## src/rtl/mat_mult_seq.sv

```systemverilog
// Sequential N x N unsigned matrix multiplier: C = A*B, or C = A*B + C_prev.
// One result element is issued per cycle through N parallel multipliers.
// The products are registered, and an N-input adder finishes the element in
// the next cycle.
//
// state   | meaning
// --------+-----------------------------------------------------------
// S_IDLE  | waiting for start; clr honoured
// S_RUN   | issuing elements 0..N*N-1, one per cycle
// S_DRAIN | last registered products summed and written back
// S_DONE  | one-cycle done pulse; clr honoured, start restarts at once
module mat_mult_seq #(
  parameter  int N  = 4,
  parameter  int W  = 2,
  localparam int OW = 2*W + $clog2(N),
  localparam int IW = $clog2(N*N)
) (
  input  logic                 clk,
  input  logic                 rst,
  input  logic                 start,
  input  logic                 acc,
  input  logic                 clr,
  input  logic [N*N*W-1:0]     mat_A,
  input  logic [N*N*W-1:0]     mat_B,
  output logic                 busy,
  output logic                 done,
  output logic                 out_valid,
  output logic [IW-1:0]        out_idx,
  output logic [OW-1:0]        out_data,
  output logic [N*N*OW-1:0]    mat_out
);

  localparam int NE = N*N;
  localparam int RW = $clog2(N);
  localparam int PW = 2*W;

  typedef enum logic [1:0] {S_IDLE, S_RUN, S_DRAIN, S_DONE} state_t;

  state_t state_q, state_d;

  logic [NE*W-1:0] a_q, b_q;
  logic            acc_q;
  logic [IW-1:0]   issue_q;
  logic [RW-1:0]   row_q, col_q;

  logic [PW-1:0]   prod_d [N];
  logic [PW-1:0]   prod_q [N];
  logic            pv_q;
  logic [IW-1:0]   pidx_q;

  logic [OW-1:0]   sum;
  logic [OW-1:0]   res_old;
  logic [OW-1:0]   new_val;

  logic idle_or_done;
  logic accept;
  logic clr_ok;
  logic last_issue;

  assign idle_or_done = (state_q == S_IDLE) || (state_q == S_DONE);
  assign accept       = start && idle_or_done;
  assign clr_ok       = clr && idle_or_done;
  assign last_issue   = (issue_q == IW'(NE-1));

  // State register
  always_ff @(posedge clk or negedge rst) begin
    if (!rst) state_q <= S_IDLE;
    else      state_q <= state_d;
  end

  // Next-state logic
  always_comb begin
    state_d = state_q;
    case (state_q)
      S_IDLE:  if (start) state_d = S_RUN;
      S_RUN:   if (last_issue) state_d = S_DRAIN;
      S_DRAIN: state_d = S_DONE;
      S_DONE:  state_d = start ? S_RUN : S_IDLE;
      default: state_d = S_IDLE;
    endcase
  end

  // FSM outputs
  always_comb begin
    busy = (state_q == S_RUN) || (state_q == S_DRAIN);
    done = (state_q == S_DONE);
  end

  // Operand latch and issue counters (row/col kept separately to avoid a divider)
  always_ff @(posedge clk or negedge rst) begin
    if (!rst) begin
      a_q     <= '0;
      b_q     <= '0;
      acc_q   <= 1'b0;
      issue_q <= '0;
      row_q   <= '0;
      col_q   <= '0;
    end else if (accept) begin
      a_q     <= mat_A;
      b_q     <= mat_B;
      acc_q   <= acc;
      issue_q <= '0;
      row_q   <= '0;
      col_q   <= '0;
    end else if (state_q == S_RUN) begin
      issue_q <= issue_q + 1'b1;
      if (col_q == RW'(N-1)) begin
        col_q <= '0;
        row_q <= row_q + 1'b1;
      end else begin
        col_q <= col_q + 1'b1;
      end
    end
  end

  // N parallel multipliers: A row row_q times B column col_q
  always_comb begin
    int          a_idx;
    int          b_idx;
    logic [W-1:0] a_el;
    logic [W-1:0] b_el;
    a_idx = 0;
    b_idx = 0;
    a_el  = '0;
    b_el  = '0;
    for (int k = 0; k < N; k++) begin
      a_idx     = int'(row_q) * N + k;
      b_idx     = k * N + int'(col_q);
      a_el      = a_q[(NE-1-a_idx)*W +: W];
      b_el      = b_q[(NE-1-b_idx)*W +: W];
      prod_d[k] = PW'(a_el) * PW'(b_el);
    end
  end

  // Product register stage, tagged with the element index it belongs to
  always_ff @(posedge clk or negedge rst) begin
    if (!rst) begin
      for (int k = 0; k < N; k++) prod_q[k] <= '0;
      pv_q   <= 1'b0;
      pidx_q <= '0;
    end else begin
      pv_q <= (state_q == S_RUN);
      if (state_q == S_RUN) begin
        for (int k = 0; k < N; k++) prod_q[k] <= prod_d[k];
        pidx_q <= issue_q;
      end
    end
  end

  // Adder tree and optional accumulate onto the stored element (wraps mod 2^OW)
  always_comb begin
    sum = '0;
    for (int k = 0; k < N; k++) sum = sum + OW'(prod_q[k]);
    res_old = mat_out[(NE-1-int'(pidx_q))*OW +: OW];
    new_val = acc_q ? (res_old + sum) : sum;
  end

  // Result register: clear only when idle/done, otherwise write one element
  always_ff @(posedge clk or negedge rst) begin
    if (!rst) begin
      mat_out <= '0;
    end else if (clr_ok) begin
      mat_out <= '0;
    end else if (pv_q) begin
      mat_out[(NE-1-int'(pidx_q))*OW +: OW] <= new_val;
    end
  end

  // Element stream; held at zero between valid beats
  always_comb begin
    out_valid = pv_q;
    out_idx   = pv_q ? pidx_q  : '0;
    out_data  = pv_q ? new_val : '0;
  end

endmodule
```

## config.mk

```make
export PLATFORM = sky130hd
export DESIGN_NAME = mat_mult_seq
export DESIGN_NICKNAME = d
export VERILOG_FILES = /design/src/rtl/mat_mult_seq.sv
export SDC_FILE = /design/constraint.sdc
export NUM_CORES = 1
export LEC_CHECK = 0
export CORE_AREA = 4 4 155 157
export CTS_CLUSTER_SIZE = 40
export DETAILED_ROUTE_END_ITERATION = 8
export DIE_AREA = 0 0 159 161
export PLACE_DENSITY = 0.81
export REMOVE_ABC_BUFFERS = 1
export SLEW_MARGIN = 20
export SYNTH_ARGS = -nofsm -noshare
export SYNTH_HDL_FRONTEND = slang
export SYNTH_SLANG_ARGS = --single-unit
```

## constraint.sdc

```tcl
create_clock -name clk -period 9.37 [get_ports clk]
set_clock_uncertainty 0.15 [all_clocks]
set_input_delay 1.874 -clock clk [delete_from_list [all_inputs] [get_ports clk]]
set_output_delay 1.874 -clock clk [all_outputs]
set_load 0.01 [all_outputs]
```

==> run_1/congestion.png <==
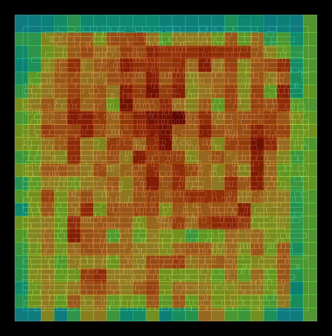
Util after Layout: 67.2%
wire per inst: 26.7 µm
M2 GR Usage: 49.4%
gr usage total: 33.6%
routing usage on met3: 10.3%

==> run_1/flops_by_reg.png <==
Other sequential cells in the stronger grey, the rest of the logic in the fainter grey.
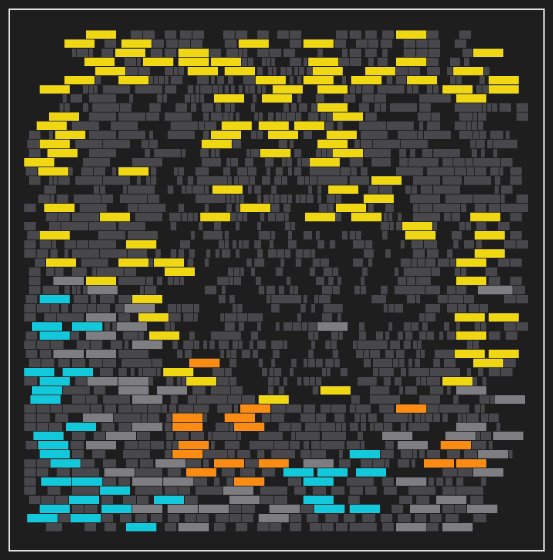
| colour | signal | flops |
|---|---|---|
| yellow | mat_out | 96 |
| orange | prod_q | 16 |
| cyan | b_q | 32 |
not coloured: 48
fraction of area in registers: 31.8%

==> flow_summary.json, run 1 <==
{
  "fin_crit_sh_pct": 91.1,
  "n_tap_cell": 285,
  "cts_sinks": 192,
  "top_register": "mat_out",
  "cp.required_ns": 7.35,
  "io_pins": 178,
  "yosys_warnings": 0,
  "synthXorXnorAreaFrac_pct": 1.05,
  "placed_cells": 1581,
  "totalWireLength_um": 43000,
  "finalSetupViolCount": 0,
  "reg.largest.list": "mat_out (96), a_q (32), b_q (32)",
  "cp-end-kind": "output port",
  "r2r_slack_ns": 2.39,
  "tightestPinTransition_ns": 1.13,
  "comb_area_share_pct": 48.2,
  "fin_cells": 1613,
  "endpoint": "out_data[5]",
  "crit_start": "pidx_q[0]",
  "cp_slowest_stage_delay_ns": 0.92,
  "crit_type": "flip-flop to output port",
  "slew_headroom_pct": 24.0,
  "hp-class": "flip-flop to flip-flop",
  "critPathMaxFanout": 74,
  "final_nets": 1427,
  "logic_gates": 884,
  "maxCapViolCount": 0,
  "synthToLayoutAreaGrowth_pct": 21.1,
  "cts_resized": 0,
  "critPathLaunchType": "flip-flop",
  "synth-main-ff-cell": "dfrtp_1",
  "buf_share_pct": 13.0,
  "reg2reg_depth": 19,
  "vias_per_cell": 6.72,
  "mux_share_pct": 25.7,
  "worstHoldEndpoint": "a_q[8]",
  "grt_busiest_layer": "met2",
  "grt_overflow": 0,
  "ys_sh_adder_pct": 4.91,
  "rows": 55,
  "synth_cells": 1167,
  "port_buffers": 177,
  "hold_path_depth": 1,
  "htreeDepth": 4,
  "yosysTopAreaCell": "dfrtp_1",
  "cts_hold_buf": 0,
  "dieHeight_um": 161,
  "seq_area_um2": 4810,
  "grt_pass1_wl_um": 66400,
  "dp_slack_ns": 1.33,
  "root_buffer": "clkbuf_16",
  "critPathTopFamily": "adder cells",
  "first_pass_iters": 6,
  "fin_crit_ns": 8.54,
  "nClkBuffers": 17,
  "dominant_cells": "combinational gates",
  "die_w_um": 159,
  "edf_count": 0,
  "route.vias.total": 10842,
  "ys_seq_share_pct": 38.5,
  "layout_top_cells": "dfrtp_1, clkdlybuf4s50_1, nor2_1, nand2_1, mux2_2",
  "area_leaders": "dfrtp_1, mux4_2, mux2_2",
  "r2r-start": "pidx_q[2]",
  "path_cells": "inv_2 > ha_4 > buf_4 > mux4_2 > mux4_2 > mux2i_1 > o21ai_0 > ha_1 > o21ai_0 > o21bai_1 > a21oi_1 > nor2_1 > a21oi_1 > nand3_4 > nor3_1 > clkdlybuf4s50_1",
  "seq_cells": 192,
  "grt_util_met1_pct": 48.3,
  "simple_gate_share_pct": 13.6,
  "drc": 0,
  "buffers": 203,
  "common_cells": "dfrtp_1, nor2_1, nand2_1",
  "top_logic_kind": "multiplexers",
  "postCtsSetupBuffers": 0,
  "routed.top_layer": "met4",
  "n_all_inverters": 17,
  "dr_wl_met3_um": 5130,
  "synth-cells-yosys": 1167,
  "wl_met1_um": 17600,
  "drv_slew": 0,
  "max-clock-path-buffers": 2,
  "antenna_found_initial": 0,
  "status": "finished clean"
}
==> run_1/clk_routes.png <==
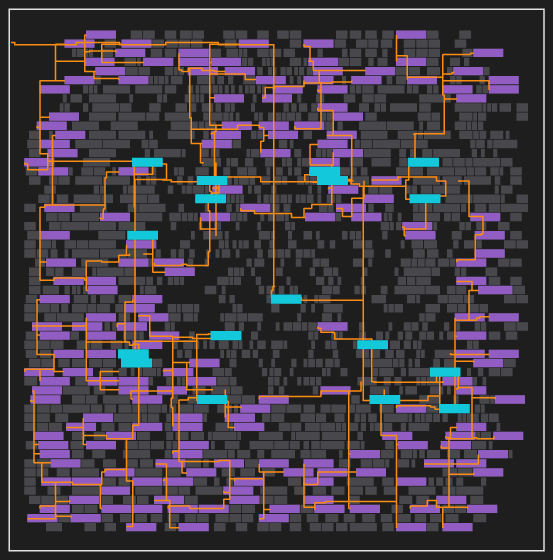
[orange] clock wires | length: 2610 µm
[purple] flip-flops | count: 192
[cyan] clock drivers | count: 17
flops lie: spread over the die
Clk Latency, worst-skew pair: 0.45 ns

==> run 2, diff against run 1 <==
--- a/config.mk
+++ b/config.mk
@@ -5,12 +5,14 @@
 export SDC_FILE = /design/constraint.sdc
 export NUM_CORES = 1
 export LEC_CHECK = 0
+export CAP_MARGIN = 20
 export CORE_AREA = 4 4 155 157
 export CTS_CLUSTER_SIZE = 40
 export DETAILED_ROUTE_END_ITERATION = 8
 export DIE_AREA = 0 0 159 161
 export PLACE_DENSITY = 0.81
 export REMOVE_ABC_BUFFERS = 1
+export SETUP_SLACK_MARGIN = 0.4
 export SLEW_MARGIN = 20
 export SYNTH_ARGS = -nofsm -noshare
 export SYNTH_HDL_FRONTEND = slang
==> run_2/flops_by_reg.png <==
Other sequential cells in the stronger grey, the rest of the logic in the fainter grey.
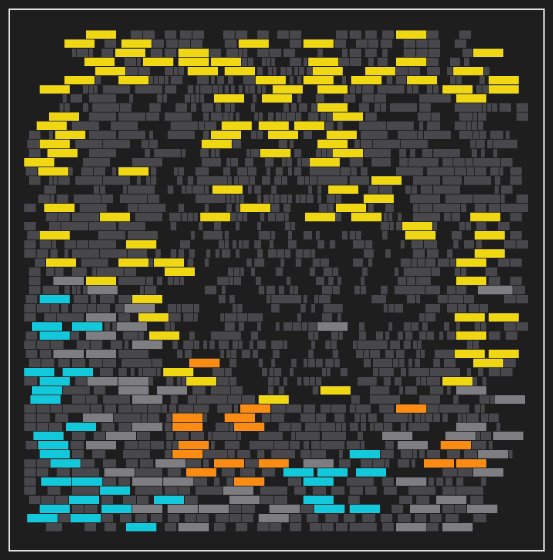
| colour | signal | flops |
|---|---|---|
| cyan | b_q | 32 |
| yellow | mat_out | 96 |
| orange | prod_q | 16 |
not coloured: 48
Flop area: 4810 µm²

==> run_2/congestion.png <==
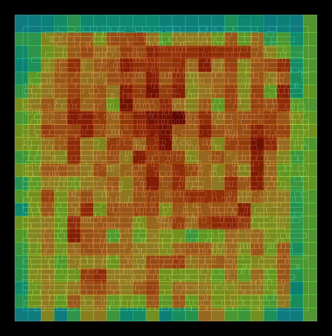
M1 GR Usage: 48.3%
global route hottest layer: met2

==> run 2 against run 1 <==
Against the previous run:
- maximum frequency unchanged
- non-clock buffer count stayed put
- via count unchanged
- critical endpoint unchanged
==> flow_summary.json, run 2 <==
{
  "status": "finished clean",
  "synth-cells-yosys": 1167,
  "ys_types": 81,
  "reg.largest.list": "mat_out (96), a_q (32), b_q (32)",
  "htreeDepth": 4,
  "hold_viol_final": 0,
  "antenna_found_initial": 0,
  "wl_met1_um": 17600,
  "vias_per_cell": 6.72,
  "ys_seq_share_pct": 38.5,
  "slew_headroom_pct": 24.0,
  "dpl_cell_area_um2": 14500,
  "crit_start": "pidx_q[0]",
  "io_pins": 178,
  "totalNegativeSetupSlack_ns": 0,
  "fin_crit_ns": 8.54,
  "synthXorXnorAreaFrac_pct": 1.05,
  "totalWireLength_um": 43000,
  "n_all_inverters": 17,
  "synthesis.area_um2": 12500,
  "r2r_slack_ns": 2.39,
  "grt_pass1_wl_um": 66400,
  "cp-end-kind": "output port",
  "routed.top_layer": "met4",
  "r2r-start": "pidx_q[2]",
  "crit_type": "flip-flop to output port",
  "logic_area_um2": 7280,
  "ys_sh_adder_pct": 4.91,
  "lay_top_count": "dfrtp_1",
  "grt_max_degree": 82,
  "fin_cells": 1613,
  "path_cells": "inv_2 > ha_4 > buf_4 > mux4_2 > mux4_2 > mux2i_1 > o21ai_0 > ha_1 > o21ai_0 > o21bai_1 > a21oi_1 > nor2_1 > a21oi_1 > nand3_4 > nor3_1 > clkdlybuf4s50_1",
  "cp.required_ns": 7.35,
  "comb_area_share_pct": 48.2,
  "synthToLayoutAreaGrowth_pct": 21.1,
  "max-clock-path-buffers": 2,
  "grt_use_met3_pct": 10.3,
  "dr_wl_met3_um": 5130,
  "clk_share_pct": 4.20,
  "dieHeight_um": 161,
  "worst-path-buf-inv": 3,
  "rows": 55,
  "placed_cells": 1581,
  "simple_gate_share_pct": 13.6,
  "cp_slowest_stage_delay_ns": 0.92,
  "reg2reg_depth": 19,
  "yosys.stat.chipArea_um2": 12500,
  "worstHoldEndpoint": "a_q[8]",
  "endpoint": "out_data[5]",
  "synth_cells": 1167,
  "yosys_warnings": 0,
  "clkLatencyLatePin_ns": 0.45,
  "first_pass_iters": 6,
  "mux_share_pct": 25.7,
  "hold_path_depth": 1,
  "seq_cells": 192,
  "n_tap_cell": 285,
  "buffers": 203,
  "maxCapViolCount": 0,
  "synth-main-ff-cell": "dfrtp_1",
  "drive_above_1_share_pct": 19.1,
  "hpwlAfterDp_um": 32200,
  "root_buffer": "clkbuf_16",
  "tightestPinTransition_ns": 1.13,
  "top_register": "mat_out",
  "top_logic_kind": "multiplexers",
  "finalCoreUtilization_pct": 67.2,
  "sh_seq_area_pct": 31.8,
  "critPathLaunchType": "flip-flop",
  "drc": 0,
  "postCtsSetupBuffers": 0,
  "area_leaders": "dfrtp_1, mux4_2, mux2_2",
  "fin_crit_sh_pct": 91.1,
  "groute.layer.met2.usage_pct": 49.4,
  "synth-seq-cells": 192,
  "drv_slew": 0,
  "buf_share_pct": 13.0,
  "cts_hold_buf": 0,
  "final_area_um2": 15100,
  "layout_top_cells": "dfrtp_1, clkdlybuf4s50_1, nor2_1, nand2_1, mux2_2",
  "critPathTopFamily": "adder cells",
  "edf_count": 0,
  "top_cell": "dfrtp_1",
  "async_flop_share_pct": 100,
  "die_w_um": 159,
  "dp_slack_ns": 1.33,
  "avgSynthCellArea_um2": 10.7,
  "avgRoutedWirePerCell_um": 26.7,
  "port_buffers": 177,
  "grt_overflow": 0,
  "route.vias.total": 10842,
  "ys_sh_aoi_pct": 12.8,
  "logic_gates": 884,
  "hp-class": "flip-flop to flip-flop",
  "postLayoutSetupSlackWorst_ns": 0.833,
  "cts_resized": 0,
  "cts_sinks": 192,
  "yosysTopAreaCell": "dfrtp_1",
  "critPathMaxFanout": 74,
  "nClkBuffers": 17,
  "common_cells": "dfrtp_1, nor2_1, nand2_1",
  "grtUsageTotal_pct": 33.6,
  "final_nets": 1427,
  "finalSetupViolCount": 0,
  "dominant_cells": "combinational gates"
}
==> run 3, diff against run 2 <==
--- a/config.mk
+++ b/config.mk
@@ -5,7 +5,6 @@
 export SDC_FILE = /design/constraint.sdc
 export NUM_CORES = 1
 export LEC_CHECK = 0
-export CAP_MARGIN = 20
 export CORE_AREA = 4 4 155 157
 export CTS_CLUSTER_SIZE = 40
 export DETAILED_ROUTE_END_ITERATION = 8
==> run_3/flops_by_reg.png <==
Other sequential cells in the stronger grey, the rest of the logic in the fainter grey.
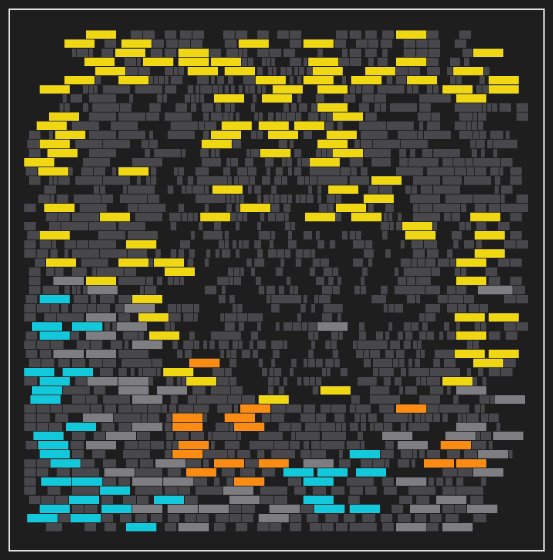
| colour | signal | flops |
|---|---|---|
| orange | prod_q | 16 |
| yellow | mat_out | 96 |
| cyan | b_q | 32 |
not coloured: 48

==> run 3 against run 2 <==
Against the previous run:
- routed wire length is the same
- setup slack did not move
- die size did not move
- sequential share of layout area stayed put
- register-to-register slack about the same
- area after synthesis unchanged
- count of clock-buffer cells in the layout is the same
- global-route usage did not move
- utilization did not move
- sequential cell count is the same
- critical path type unchanged
- final cell count did not move
- largest cell class unchanged
==> flow_summary.json, run 3 <==
{
  "critPathTopFamily": "adder cells",
  "cts_resized": 0,
  "seq_cells": 192,
  "grt_overflow": 0,
  "reg.largest.list": "mat_out (96), a_q (32), b_q (32)",
  "finalCoreUtilization_pct": 67.2,
  "logic_gates": 884,
  "reg2reg_depth": 19,
  "dr_wl_met3_um": 5130,
  "avgSynthCellArea_um2": 10.7,
  "ys_seq_share_pct": 38.5,
  "worst-path-buf-inv": 3,
  "async_flop_share_pct": 100,
  "avgRoutedWirePerCell_um": 26.7,
  "rows": 55,
  "postLayoutSetupSlackWorst_ns": 0.833,
  "lay_top_count": "dfrtp_1",
  "slew_headroom_pct": 24.0,
  "n_tap_cell": 285,
  "die_w_um": 159,
  "fin_crit_sh_pct": 91.1,
  "cp_slowest_stage_delay_ns": 0.92,
  "mux_share_pct": 25.7,
  "crit_start": "pidx_q[0]",
  "critPathLaunchType": "flip-flop",
  "top_register": "mat_out",
  "grt_util_met1_pct": 48.3,
  "logic_area_um2": 7280,
  "placed_cells": 1581,
  "synth-seq-cells": 192,
  "hp-class": "flip-flop to flip-flop",
  "dpl_cell_area_um2": 14500,
  "hold_viol_final": 0,
  "clkLatencyLatePin_ns": 0.45,
  "synth-cells-yosys": 1167,
  "synth-main-ff-cell": "dfrtp_1",
  "routed.top_layer": "met4",
  "r2r-start": "pidx_q[2]",
  "dieHeight_um": 161,
  "io_pins": 178,
  "maxCapViolCount": 0,
  "dominant_cells": "combinational gates",
  "final_nets": 1427,
  "first_pass_iters": 6,
  "nClkBuffers": 17,
  "synthXorXnorAreaFrac_pct": 1.05,
  "drc": 0,
  "hold_path_depth": 1,
  "grt_max_degree": 82,
  "ys_types": 81,
  "cts_sinks": 192,
  "groute.layer.met2.usage_pct": 49.4,
  "ys_sh_adder_pct": 4.91,
  "wl_met1_um": 17600,
  "tightestPinTransition_ns": 1.13,
  "grt_pass1_wl_um": 66400,
  "totalWireLength_um": 43000,
  "top_cell": "dfrtp_1",
  "hpwlAfterDp_um": 32200,
  "status": "finished clean",
  "buf_share_pct": 13.0,
  "buffers": 203,
  "cp.required_ns": 7.35,
  "max-clock-path-buffers": 2,
  "top_logic_kind": "multiplexers",
  "worstHoldEndpoint": "a_q[8]",
  "cp-end-kind": "output port",
  "layout_top_cells": "dfrtp_1, clkdlybuf4s50_1, nor2_1, nand2_1, mux2_2",
  "endpoint": "out_data[5]",
  "fin_cells": 1613,
  "n_all_inverters": 17,
  "postCtsSetupBuffers": 0,
  "drive_above_1_share_pct": 19.1,
  "antenna_found_initial": 0,
  "grt_use_met3_pct": 10.3,
  "synthesis.area_um2": 12500,
  "path_cells": "inv_2 > ha_4 > buf_4 > mux4_2 > mux4_2 > mux2i_1 > o21ai_0 > ha_1 > o21ai_0 > o21bai_1 > a21oi_1 > nor2_1 > a21oi_1 > nand3_4 > nor3_1 > clkdlybuf4s50_1",
  "grt_busiest_layer": "met2",
  "dp_slack_ns": 1.33,
  "cts_hold_buf": 0,
  "area_leaders": "dfrtp_1, mux4_2, mux2_2",
  "route.vias.total": 10842,
  "simple_gate_share_pct": 13.6,
  "crit_type": "flip-flop to output port",
  "grtUsageTotal_pct": 33.6,
  "ys_sh_aoi_pct": 12.8,
  "comb_area_share_pct": 48.2,
  "yosys_warnings": 0,
  "yosysTopAreaCell": "dfrtp_1",
  "final_area_um2": 15100,
  "clk_share_pct": 4.20,
  "seq_area_um2": 4810,
  "fin_crit_ns": 8.54,
  "sh_seq_area_pct": 31.8,
  "common_cells": "dfrtp_1, nor2_1, nand2_1"
}
==> run_3/clk_routes.png <==
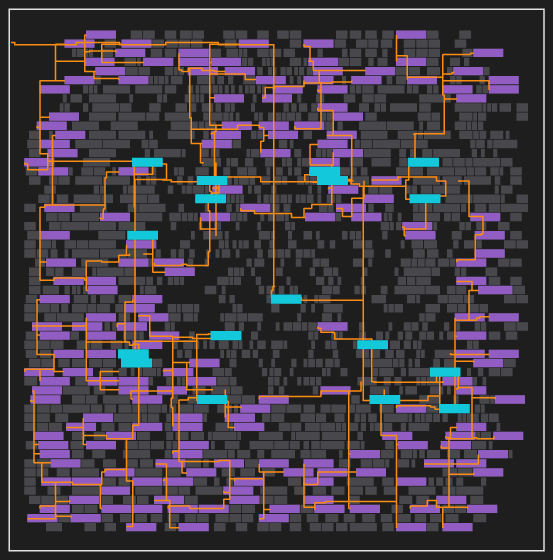
[purple] flip-flops | count: 192
[cyan] clock drivers | count: 17
[orange] clock wires | length: 2610 µm
routed clock nets: 18
flops lie: spread over the die

